Fig. 1: gate families picked out
Bar = 10 um.
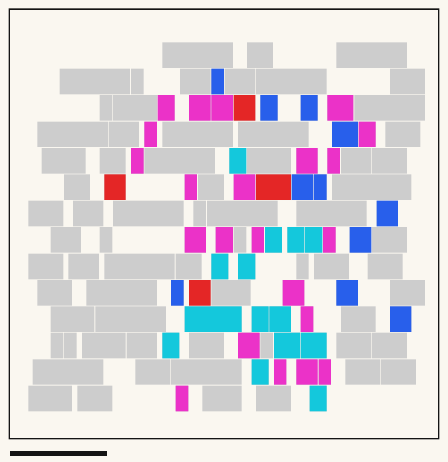
Fig. 2: clock wires, drivers and flops
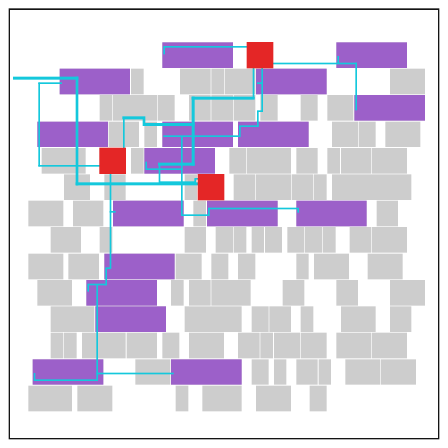
File: src/rtl/bus_scheduler.sv
// rtl/bus_scheduler.sv - round-robin owner scheduler for the shared op/data bus with hold timeout and turnaround
module bus_scheduler #(
    parameter int ID_W     = 2,
    parameter int MAX_HOLD = 16,
    parameter int CNT_W    = 5
) (
    input  logic                 bus_clk,
    input  logic                 reset,
    input  logic [2**ID_W-1:0]   req,
    input  logic [2**ID_W-1:0]   done,
    output logic [2**ID_W-1:0]   grant,
    output logic [ID_W-1:0]      owner,
    output logic                 bus_busy,
    output logic                 timeout
);
    localparam int N_REQ = 2**ID_W;

    typedef enum logic [1:0] {
        IDLE = 2'd0,
        OWN  = 2'd1,
        TURN = 2'd2
    } state_t;

    state_t            state;
    logic [ID_W-1:0]   ptr;
    logic [CNT_W-1:0]  hold_cnt;

    logic [ID_W-1:0]   cand;
    logic [ID_W-1:0]   arb_winner;
    logic              arb_found;
    logic              hold_hit;
    logic              owner_done;
    logic              owner_req;
    logic              release_bus;

    // Rotating search from ptr; the ID_W-bit add wraps N_REQ-1 back to 0.
    always_comb begin
        arb_found  = 1'b0;
        arb_winner = ptr;
        cand       = ptr;
        for (int i = 0; i < N_REQ; i++) begin
            cand = ptr + ID_W'(i);
            if (!arb_found && req[cand]) begin
                arb_found  = 1'b1;
                arb_winner = cand;
            end
        end
    end

    assign hold_hit    = (hold_cnt == CNT_W'(MAX_HOLD - 1));
    assign owner_done  = done[owner];
    assign owner_req   = req[owner];
    assign release_bus = owner_done || !owner_req || hold_hit;

    always_ff @(posedge bus_clk) begin
        if (!reset) begin
            state    <= IDLE;
            ptr      <= '0;
            hold_cnt <= '0;
            grant    <= '0;
            owner    <= '0;
            bus_busy <= 1'b0;
            timeout  <= 1'b0;
        end else begin
            timeout <= 1'b0;
            case (state)
                IDLE, TURN: begin
                    if (arb_found) begin
                        grant    <= N_REQ'(1) << arb_winner;
                        owner    <= arb_winner;
                        bus_busy <= 1'b1;
                        hold_cnt <= '0;
                        ptr      <= arb_winner + ID_W'(1);
                        state    <= OWN;
                    end else begin
                        state    <= IDLE;
                    end
                end
                OWN: begin
                    if (release_bus) begin
                        grant    <= '0;
                        bus_busy <= 1'b0;
                        hold_cnt <= '0;
                        state    <= TURN;
                        // Forced release only; a voluntary done at the limit is a normal release.
                        timeout  <= hold_hit && owner_req && !owner_done;
                    end else begin
                        hold_cnt <= hold_cnt + CNT_W'(1);
                    end
                end
                default: state <= IDLE;
            endcase
        end
    end

    a_grant_onehot: assert property (@(posedge bus_clk) disable iff (!reset)
        $onehot0(grant));
    a_busy_matches: assert property (@(posedge bus_clk) disable iff (!reset)
        bus_busy == |grant);
    a_no_overlap: assert property (@(posedge bus_clk) disable iff (!reset)
        (|grant && |$past(grant)) |-> (grant == $past(grant)));

endmodule

File: config.mk
export PLATFORM = sky130hd
export DESIGN_NAME = bus_scheduler
export DESIGN_NICKNAME = d
export VERILOG_FILES = /design/src/rtl/bus_scheduler.sv
export SDC_FILE = /design/constraint.sdc
export NUM_CORES = 1
export LEC_CHECK = 0
export CORE_UTILIZATION = 50
export DETAILED_ROUTE_END_ITERATION = 12
export PLACE_DENSITY_LB_ADDON = 0.2
export SYNTH_ARGS = -nofsm -noshare
export SYNTH_HDL_FRONTEND = slang
export SYNTH_SLANG_ARGS = --single-unit
File: constraint.sdc
create_clock -name bus_clk -period 4.8 [get_ports bus_clk]
set_input_delay 0.96 -clock bus_clk [delete_from_list [all_inputs] [get_ports bus_clk]]
set_output_delay 0.96 -clock bus_clk [all_outputs]
set_load 0.005 [all_outputs]
==> results.txt <==
flow finished, numbers: drt drc=3, Worst Setup End Kind=flip-flop, Post-Synth Adder-Cell Area=0.08475, hold_buf cts=0, buffering overhead=0.1549, Post-DP HPWL=1598 um, die area=1944 um2, non-clock buffer count=17, MUX area fraction=0.02542, Detail Route met3 WL=151 um, post-synth top area cell=dfxtp_1, Layout clock buffers=4, Top Family by Delay on Critical Path=AND-OR/OR-AND gates, Arr. time, crit path=2.97 ns, biggest regs=hold_cnt x5, grant x4, status=finished with violations, global routing met1 resource utilization=0.2943, Die W=44.09 um, I/O pin total=18, Floorplan Nets=114, max-slew violation count=0, met2 routed WL=1040 um, Worst EP required=5.03 ns, Top reg by flops=hold_cnt, crit path kind=in2reg, Flop pwr share=0.507, hold path depth=1, CTS sink count=17, power density over the cells=296.4 nW/um2, failing checks=design-rule violations, Inserted Diodes=0, H-Tree Depth=1, startpoint types=primary input
Notes on Fig. 1 above:
Key: cyan = aoi and oai cells [cells 14]; red = and/or cells [cells 4]; blue = nand cells [cells 11]; magenta = nor cells [cells 22]
fraction of area in multi-input gates: 0.4658
post-route insts no fill: 134

Notes on Fig. 2 above:
Key: cyan = clock wires [length 201 um]; purple = flip-flops [count 17]; red = clock-net drivers [count 3]
Position of the flops: widely spread.
Final Skew: 0.007224 ns
Clk power: 0.0761 mW
clock power share: 0.234

Power figures rest on the tool's default switching activity, not on a simulated workload.
